## src/rtl/ysyx_22040237_exu_ctrl_pkg.sv

```systemverilog
// Shared types and constants for the EXU controller.
// FSM states, halt codes, MD class bit and timeout default.
package ysyx_22040237_exu_ctrl_pkg;

  typedef enum logic [2:0] {
    ST_IDLE,
    ST_ALU,
    ST_MD_WAIT,
    ST_RESP,
    ST_HALT
  } state_t;

  localparam logic [1:0] HC_NONE    = 2'd0;
  localparam logic [1:0] HC_EBREAK  = 2'd1;
  localparam logic [1:0] HC_INVALID = 2'd2;
  localparam logic [1:0] HC_TIMEOUT = 2'd3;

  localparam int MD_BIT         = 7;
  localparam int MD_TIMEOUT_DEF = 80;
  localparam int CNT_W          = 7;

endpackage

```

## src/rtl/ysyx_22040237_exu_tmo_cnt.sv

```systemverilog
// Saturating MD wait counter with terminal-count flag.
// Clear wins over enable; the count never wraps.
module ysyx_22040237_exu_tmo_cnt
  import ysyx_22040237_exu_ctrl_pkg::*;
#(
  parameter int LIMIT = MD_TIMEOUT_DEF
) (
  input  logic clk,
  input  logic rst,
  input  logic clear,
  input  logic enable,
  output logic terminal
);

  localparam logic [CNT_W-1:0] TERM = CNT_W'(LIMIT - 1);
  localparam logic [CNT_W-1:0] SAT  = '1;

  logic [CNT_W-1:0] cnt;

  assign terminal = (cnt == TERM);

  // Count waiting cycles, holding at the maximum value.
  always_ff @(posedge clk) begin
    if (rst || clear) begin
      cnt <= '0;
    end else if (enable && cnt != SAT) begin
      cnt <= cnt + 1'b1;
    end
  end

endmodule

```

## src/rtl/ysyx_22040237_exu_ctrl.sv

```systemverilog
// EXU controller: dispatches ALU / MD ops, handshakes to WBU,
// and raises a sticky halt on ebreak, invalid op or MD timeout.
module ysyx_22040237_exu_ctrl
  import ysyx_22040237_exu_ctrl_pkg::*;
#(
  parameter int MD_TIMEOUT = MD_TIMEOUT_DEF
) (
  input  logic        clk,
  input  logic        rst,
  input  logic        in_valid,
  output logic        in_ready,
  input  logic [7:0]  in_opcode,
  input  logic        in_ebreak,
  input  logic        in_invalid,
  input  logic [63:0] alu_result,
  output logic        md_start,
  input  logic        md_done,
  input  logic [63:0] md_result,
  output logic [7:0]  op_opcode,
  output logic        out_valid,
  input  logic        out_ready,
  output logic [63:0] out_rd_data,
  output logic        halt,
  output logic [1:0]  halt_code
);

  state_t state;
  logic   xfer;
  logic   tmo_en;
  logic   tmo_term;

  assign in_ready = (state == ST_IDLE) && !rst;
  assign xfer     = in_valid && in_ready;
  assign tmo_en   = (state == ST_MD_WAIT) && !md_done;

  ysyx_22040237_exu_tmo_cnt #(
    .LIMIT(MD_TIMEOUT)
  ) u_tmo (
    .clk     (clk),
    .rst     (rst),
    .clear   (xfer),
    .enable  (tmo_en),
    .terminal(tmo_term)
  );

  // Main control FSM with registered outputs.
  always_ff @(posedge clk) begin
    if (rst) begin
      state       <= ST_IDLE;
      md_start    <= 1'b0;
      op_opcode   <= 8'h0;
      out_valid   <= 1'b0;
      out_rd_data <= 64'h0;
      halt        <= 1'b0;
      halt_code   <= HC_NONE;
    end else begin
      md_start <= 1'b0;
      case (state)
        ST_IDLE: begin
          if (xfer) begin
            op_opcode <= in_opcode;
            if (in_ebreak) begin
              state     <= ST_HALT;
              halt      <= 1'b1;
              halt_code <= HC_EBREAK;
            end else if (in_invalid) begin
              state     <= ST_HALT;
              halt      <= 1'b1;
              halt_code <= HC_INVALID;
            end else if (in_opcode[MD_BIT]) begin
              state    <= ST_MD_WAIT;
              md_start <= 1'b1;
            end else begin
              state <= ST_ALU;
            end
          end
        end
        ST_ALU: begin
          out_rd_data <= alu_result;
          out_valid   <= 1'b1;
          state       <= ST_RESP;
        end
        ST_MD_WAIT: begin
          if (md_done) begin
            out_rd_data <= md_result;
            out_valid   <= 1'b1;
            state       <= ST_RESP;
          end else if (tmo_term) begin
            state     <= ST_HALT;
            halt      <= 1'b1;
            halt_code <= HC_TIMEOUT;
          end
        end
        ST_RESP: begin
          if (out_ready) begin
            out_valid <= 1'b0;
            state     <= ST_IDLE;
          end
        end
        ST_HALT: begin
          state <= ST_HALT;
        end
        default: begin
          state <= ST_IDLE;
        end
      endcase
    end
  end

endmodule
```

## config.mk

```make
export PLATFORM = sky130hd
export DESIGN_NAME = ysyx_22040237_exu_ctrl
export DESIGN_NICKNAME = d
export VERILOG_FILES = /design/src/rtl/ysyx_22040237_exu_ctrl_pkg.sv /design/src/rtl/ysyx_22040237_exu_tmo_cnt.sv /design/src/rtl/ysyx_22040237_exu_ctrl.sv
export SDC_FILE = /design/constraint.sdc
export NUM_CORES = 1
export LEC_CHECK = 0
export ABC_CLOCK_PERIOD_IN_PS = 1500
export CAP_MARGIN = 20
export CORE_MARGIN = 8
export CORE_UTILIZATION = 35
export DETAILED_ROUTE_END_ITERATION = 12
export PLACE_DENSITY = 0.78
export RECOVER_POWER = 100
export SLEW_MARGIN = 20
export SYNTH_ARGS = -nofsm -noshare
export SYNTH_HDL_FRONTEND = slang
export SYNTH_SLANG_ARGS = --single-unit
```

## constraint.sdc

```tcl
create_clock -name clk -period 1.5 [get_ports clk]
set_input_delay 0.225 -clock clk [delete_from_list [all_inputs] [get_ports clk]]
set_output_delay 0.225 -clock clk [all_outputs]
set_load 0.02 [all_outputs]
```

==> run_1/clock_nets.png <==
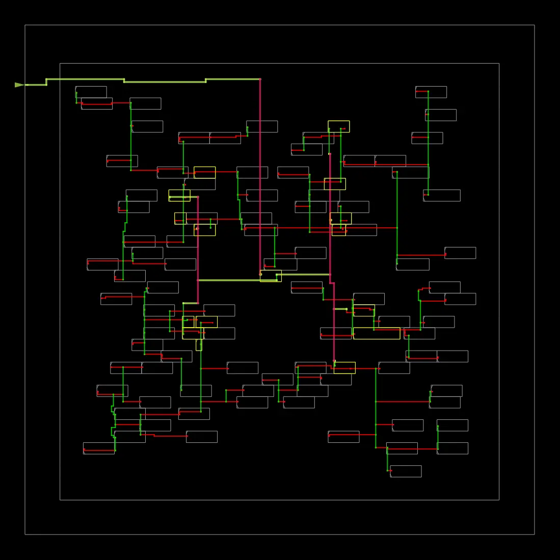
Final Skew: 10.1 ps
clock latency on the worst-skew pair: 340 ps
Power Clock: 1700 uW

==> run_1/ff_map.png <==
Scale bar: 20 um.
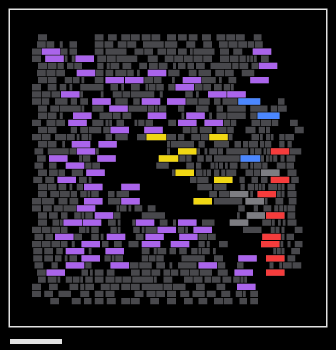
| netlist name | colour | flops |
|---|---|---|
| `out_rd_data` | purple | 64 |
| `state` | blue | 3 |
| `u_tmo.cnt` | yellow | 7 |
| `op_opcode` | red | 8 |
Seq group: 3750 uW
sequential share of cell area: 25.3%
Reg area: 1750 sq um

==> impl_metrics.json, run 1 <==
{
  "edf_count": 0,
  "seqPwrFrac_pct": 27.6,
  "grt_pass1_wl_um": 20500,
  "n_antenna_cell": 0,
  "wl_met2_um": 7330,
  "cts_tree": "done",
  "worst_setup_path_end_kind": "register",
  "finalNetCount": 792,
  "switchingPower_uw": 5720,
  "post-route-drc-count": 0,
  "syn_area_per_cell_sq_um": 9.41,
  "path_buffers": 3,
  "rsz0062_at_grt": "true",
  "synth-seq-cells": 87,
  "cpMaxStageDelayCell": "dfxtp_4",
  "busiest_layer": "met2",
  "largestClassByArea": "buffers",
  "yosys.cell_count.top_type": "dfxtp_1",
  "worstHoldPathType": "input pin to register",
  "crit_chain": "buf_6, nor3b_4, buf_6, buf_12, mux2i_1, a211oi_2",
  "yosysWarnings": 0,
  "nonClkBufAreaFrac_pct": 37.7,
  "first_iter_violations": 224,
  "comb_area_share_pct": 31.2,
  "antenna_found_initial": 0,
  "synth-xor-area-share_pct": 0.915,
  "leakagePower_uw": 0.00280,
  "dieArea_sq_um": 14500,
  "place_inst": 767,
  "row_count": 38,
  "top_area_cell": "dfxtp_1",
  "final-hold-violation-count": 0,
  "comb_area_sq_um": 2160,
  "cts.clk_slew.worst_paths_ps": 80,
  "initial_utilization_pct": 35.6,
  "io_pins": 221,
  "grt_use_met1_pct": 17.5,
  "ys_types": 37,
  "n_clock_buffer": 12,
  "synth_area_sq_um": 3830,
  "fp_nets": 551,
  "combPwrFrac_pct": 59.8,
  "mux_share_pct": 17.0,
  "top_layer": "met4",
  "period_used_pct": 107,
  "ys_sh_simple_pct": 13.7,
  "firstDrtPassIters": 4,
  "comb_cells": 279,
  "cts_resized": 103,
  "cts_max_path_buffers": 2,
  "p_clk_share_pct": 12.5,
  "cpMostUsedCell": "buf_6",
  "grt_use_met3_pct": 6.81,
  "drt-met1-wl_um": 5500,
  "fmax_mhz": 620,
  "cp-start-kind": "register",
  "critPathRequiredTime_ps": 1710,
  "gr-total-overflow": 0,
  "top_logic_kind": "AND-OR/OR-AND gates",
  "yosys_area_sq_um": 3830,
  "layout_min_cycle_time_ps": 1610,
  "crit_type": "register to register",
  "area_growth_pct": 81.0,
  "whs_ps": 389,
  "rr_endpoint": "out_rd_data[22]$_SDFFE_PP0P_",
  "stdcell_area_sq_um": 6930,
  "drt.antenna.violating_nets": 0,
  "coreArea_sq_um": 10700,
  "grt_pass1_vias": 4174,
  "finalSetupViolations": 67,
  "cts_buffers": 9,
  "inv_count": 6,
  "setup_tns_ps": -3830,
  "dp_hpwl_um": 10300,
  "vias_per_cell": 5.02,
  "power_density_nw_per_um2": 1960,
  "r2r_setup_slack_ps": -110,
  "worst_slew_pin_slew_ps": 384,
  "p_int_uw": 7860,
  "clock_area_share_pct": 3.01,
  "critPathCapture": "out_rd_data[22]$_SDFFE_PP0P_",
  "path_max_fanout": 8,
  "synth_cells": 407,
  "status": "finished with violations",
  "drv_slew": 0,
  "cts_hold_buffers": 0,
  "nNonClkBuffers": 265,
  "warnings": 28,
  "cts_root_buffer": "clkbuf_8",
  "fin_ws_ps": -112,
  "adder_share_pct": 0.327,
  "placed_area_sq_um": 6350,
  "fin_cells": 793,
  "p_sw_share_pct": 42.1,
  "drive_above_1_share_pct": 16.5,
  "path_delay_family": "buffers and inverters",
  "route.met3.wl_um": 1090,
  "num-fill-cells": 884,
  "violations": "setup timing",
  "slew_headroom_pct": 74.4,
  "grt_max_degree": 78,
  "peakVddDrop_mv": 0.995,
  "crit_arrival_ps": 1830,
  "design.seq.count": 87,
  "synth.top_cell.area_share_pct": 45.5,
  "gp_congestion": 0.788,
  "grt_usage_pct": 17.4,
  "rr_startpoint": "state[0]$_SDFFE_PP0P_",
  "vias": 3980,
  "wirelength_um": 14300,
  "post_cts_buffers": 2,
  "path_depth": 6,
  "gr-usage-met2_pct": 31.6,
  "utilization_pct": 64.5,
  "crit_start": "state[0]$_SDFFE_PP0P_",
  "ys_seq_share_pct": 45.5,
  "drv_cap": 0,
  "reg2regPathDepth": 6,
  "wl_per_cell_um": 18.1,
  "n_tap_cell": 140,
  "synthAoiAreaFrac_pct": 17.1,
  "ys_top_cells_by_count": "dfxtp_1, nor2_1, a211oi_1, mux2i_1, nand2_1",
  "cts_sinks": 87,
  "cts_max_level": 3,
  "total_power_uw": 13600,
  "synthArstFlopShare_pct": 0,
  "ys_top_cells_by_area": "dfxtp_1, mux2i_1, a211oi_1",
  "synth-cells-yosys": 407,
  "ff_type": "dfxtp_1",
  "post-place-ws_ps": -398,
  "max_stage_delay_ps": 380
}
==> run_1/pinout.png <==
Scale bar: 20 um. Pins as bars across the die edge, other pins in grey.
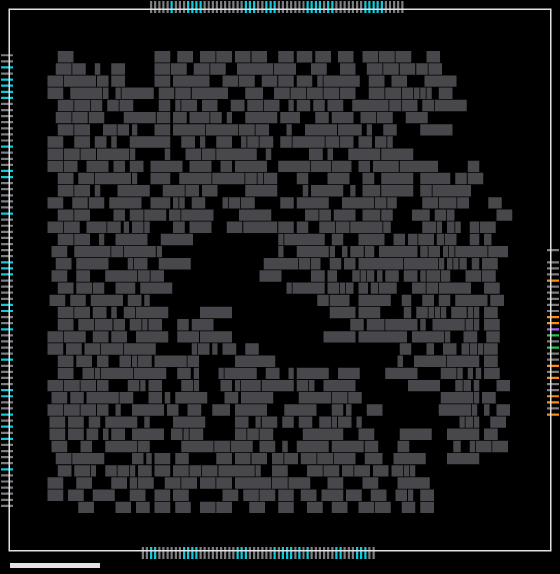
| port | colour | pins | direction | edge |
|---|---|---|---|---|
| `out_rd_data` | cyan | 64 | output | 22 top, 22 left, 20 bottom |
| `halt_code` | green | 2 | output | right |
| `in_invalid` | purple | 1 | input | right |
| `in_opcode` | orange | 8 | input | right |
port bufs: 220
Die X: 121 um

run 1: sequential cells by signal, indices dropped and copies added (netlist names):
signal	count
state	3
out_rd_data	64
halt_code	2
md_start	1
op_opcode	8
out_valid	1
u_tmo.cnt	7
halt	1
run 1: worst min-delay path, delay by kind of cell:
| kind | cells | cell delay (ps) |
|---|---|---|
| buffers and inverters | 2 | 310 |
| AOI/OAI and AO/OA | 2 | 160 |
run 1: placed cells by master, fill, tap and decap left out, types with 10 or more instances in the layout:
cell,netlist,routed
nand2_1,19,19
nor2_1,75,75
dfxtp_1,87,82
a21oi_1,14,13
clkbuf_8,0,11
buf_6,2,10
a211oi_1,65,56
buf_4,8,24
clkdlybuf4s50_1,0,140
mux2i_1,65,45
mux2i_2,0,11
dlygate4sd2_1,0,77
run 1: how the worst min path moves through the flow:
stage	to	cells after the start	from	slack, ps
floorplan	halt_code[1]$_SDFFE_PP0P_	1	in_ebreak	340
CTS	state[0]$_SDFFE_PP0P_	4	rst	380
detailed placement	op_opcode[3]$_SDFFE_PP0P_	2	op_opcode[3]$_SDFFE_PP0P_	450
global route	state[1]$_SDFFE_PP0P_	4	rst	400
finish	state[1]$_SDFFE_PP0P_	4	rst	390
global placement	op_opcode[7]$_SDFFE_PP0P_	2	op_opcode[7]$_SDFFE_PP0P_	440
run 1: power groups by stage:
| stage | clock network (uW) | logic, uW | registers (uW) |
|---|---|---|---|
| after CTS | 1740 | 7200 | 3740 |
| after global placement | 0 | 7420 | 3740 |
| after detailed placement | 0 | 7580 | 3800 |
| after global routing | 1830 | 8710 | 3880 |
| after floorplan | 0 | 3280 | 4780 |
| final | 1700 | 8130 | 3750 |
==> run_1/closeup.png <==
Scale bar: 20 um. Region (35, 59) to (85, 109) um. Cells in grey, sequential cells in the stronger grey; small squares are vias.
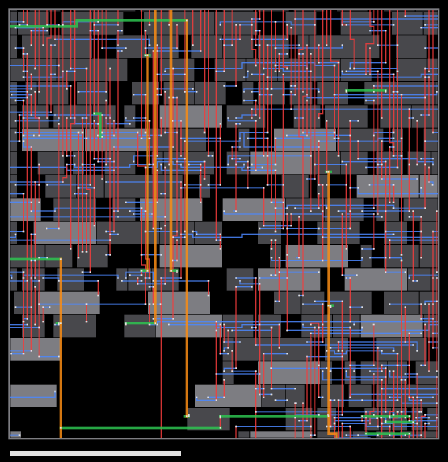

--- run 2 (diff from run 1) ---
ABC_CLOCK_PERIOD_IN_PS = 2000   (was 1500)
CORE_UTILIZATION = 41   (was 35)
PLACE_DENSITY = 0.86   (was 0.78)
TNS_END_PERCENT = 30   (was unset)
clock period = 2 ns   (was 1.5 ns; I/O delays follow)
==> run_2/closeup.png <==
Scale bar: 20 um. Region (31, 54) to (81, 104) um. Cells in grey, sequential cells in the stronger grey; small squares are vias.
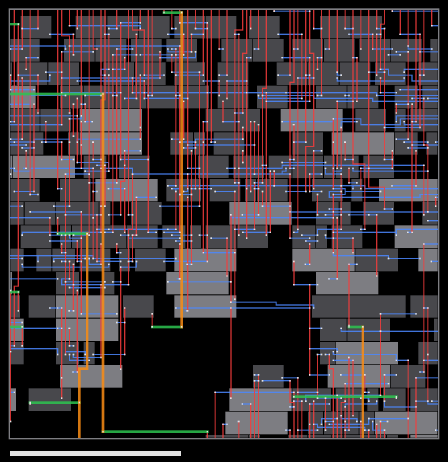
| layer | colour |
|---|---|
| M1 | blue |
| M2 | red |
| M4 | orange |
| M3 | green |
netlist names of flops here include: `out_rd_data` (17), `u_tmo.cnt` (4)
cells with their middle in the window: 146
sequential cells in the window: 22
most frequent: clkdlybuf4s50_1 (35), dfxtp_1 (22)

==> impl_metrics.json, run 2 <==
{
  "status": "finished, final reports clean",
  "worst_slew_pin_slew_ps": 817,
  "clock_latency_ps": 350,
  "cp-start-kind": "register",
  "grt_usage_pct": 19.3,
  "cts_hold_buffers": 0,
  "ys_top_cells_by_area": "dfxtp_1, mux2i_1, a211oi_1",
  "rsz0062_at_grt": "false",
  "synth-xor-area-share_pct": 0.915,
  "maxPowerGroup": "combinational logic",
  "grt_max_degree": 80,
  "vias": 3753,
  "rr_startpoint": "state[1]$_SDFFE_PP0P_",
  "max_stage_delay_ps": 500,
  "power_density_nw_per_um2": 1460,
  "path_max_fanout": 17,
  "cts_tree": "done",
  "cpMaxStageDelayCell": "dfxtp_1",
  "path_delay_family": "flip-flops",
  "combPwrFrac_pct": 54.7,
  "fmax_mhz": 549,
  "comb_cell_power_uw": 5020,
  "worstHoldPathType": "input pin to register",
  "first_iter_violations": 117,
  "cts_max_path_buffers": 2,
  "synth_area_sq_um": 3830,
  "yosys_area_sq_um": 3830,
  "finalSetupViolations": 0,
  "cts_root_buffer": "clkbuf_8",
  "numPortBuffers": 220,
  "utilization_pct": 68.8,
  "cts_sinks": 87,
  "p_clk_share_pct": 14.6,
  "ys_top_cells_by_count": "dfxtp_1, nor2_1, a211oi_1, mux2i_1, nand2_1",
  "area_growth_pct": 64.4,
  "peakVddDrop_mv": 0.618,
  "reg2regPathDepth": 5,
  "cts_buffers": 9,
  "wl_per_cell_um": 17.3,
  "top_area_cell": "dfxtp_1",
  "path_depth": 5,
  "post_cts_buffers": 0,
  "ys_seq_share_pct": 45.5,
  "post-route-drc-count": 0,
  "switchingPower_uw": 3850,
  "dp_hpwl_um": 9940,
  "adder_share_pct": 0.327,
  "synth-seq-cells": 87,
  "ff_type": "dfxtp_1",
  "synth.top_cell.area_share_pct": 45.5,
  "p_sw_share_pct": 41.9,
  "initial_utilization_pct": 41.8,
  "num-fill-cells": 721,
  "post-place-ws_ps": 33.9,
  "yosysWarnings": 0,
  "dieArea_sq_um": 12700,
  "antenna_found_initial": 0,
  "seqPwrFrac_pct": 30.7,
  "fp.dieW_um": 113,
  "syn_area_per_cell_sq_um": 9.41,
  "drt.antenna.violating_nets": 0,
  "io_pins": 221,
  "top_regs": "out_rd_data (64), op_opcode (8), u_tmo.cnt (7)",
  "finClkSkew_ps": 9.82,
  "drv_slew": 0,
  "cts.clk_slew.worst_paths_ps": 90,
  "gr-total-overflow": 0,
  "largest_register_ffs": 64,
  "setup_tns_ps": 0,
  "rr_endpoint": "out_rd_data[52]$_SDFFE_PP0P_",
  "cts_max_level": 3,
  "crit_arrival_ps": 2020,
  "firstDrtPassIters": 4
}
run 2: cell count changes in the layout (fill, tap and decap cells not counted), sizes merged:
cell,delta
dlygate4sd3,+77
dlygate4sd2,-76
dlymetal6s2s,-1
clkinvlp,-2
bufinv,+1
clkinv,+3
inv,+1
clkbuf,-4
buf,-36
clkdlybuf4s50,+1
run 2: how the worst min path moves through the flow:
stage | from | end | slack (ps) | depth (start not counted)
final | rst | state[2]$_SDFFE_PP0P_ | 390 | 3
after global routing | rst | state[2]$_SDFFE_PP0P_ | 390 | 3
after CTS | rst | state[2]$_SDFFE_PP0P_ | 370 | 3
after detailed placement | op_opcode[2]$_SDFFE_PP0P_ | op_opcode[2]$_SDFFE_PP0P_ | 450 | 2
after global placement | op_opcode[7]$_SDFFE_PP0P_ | op_opcode[7]$_SDFFE_PP0P_ | 440 | 2
after floorplan | in_ebreak | halt_code[1]$_SDFFE_PP0P_ | 410 | 1
run 2: cell type report:
class                   count  area (sq um)  area share (%)
inverters                   6          22.5           0.358
well taps                 111           139            2.21
multi-input cells         279          1900            30.1
clock inverters             7          96.3            1.53
flip-flops and latches     87          1740            27.7
repair buffers            229          2280            36.2
clock buffers               9           124            1.97
run 2: cell families (layout without fill, tap and decap cells):
| kind of cell | after synthesis | count (layout) |
|---|---|---|
| AND/OR/NAND/NOR | 117 | 117 |
| AND-OR/OR-AND | 92 | 92 |
| flip-flops | 87 | 87 |
| multiplexers | 65 | 65 |
| buffers and inverters | 41 | 251 |
| XOR/XNOR | 4 | 4 |
| adder cells (fa/ha/maj) | 1 | 1 |
run 2: layer usage:
layer  GRT usage, %  vias to the layer above  wire (um)
li1               -                     1873          -
met1           18.7                     1735       4620
met2           36.2                      128       6760
met3           7.41                       17       1050
met4           6.92                        0        194
met5              0                        -          0
Power figures rest on the tool's default switching activity, not on a simulated workload.
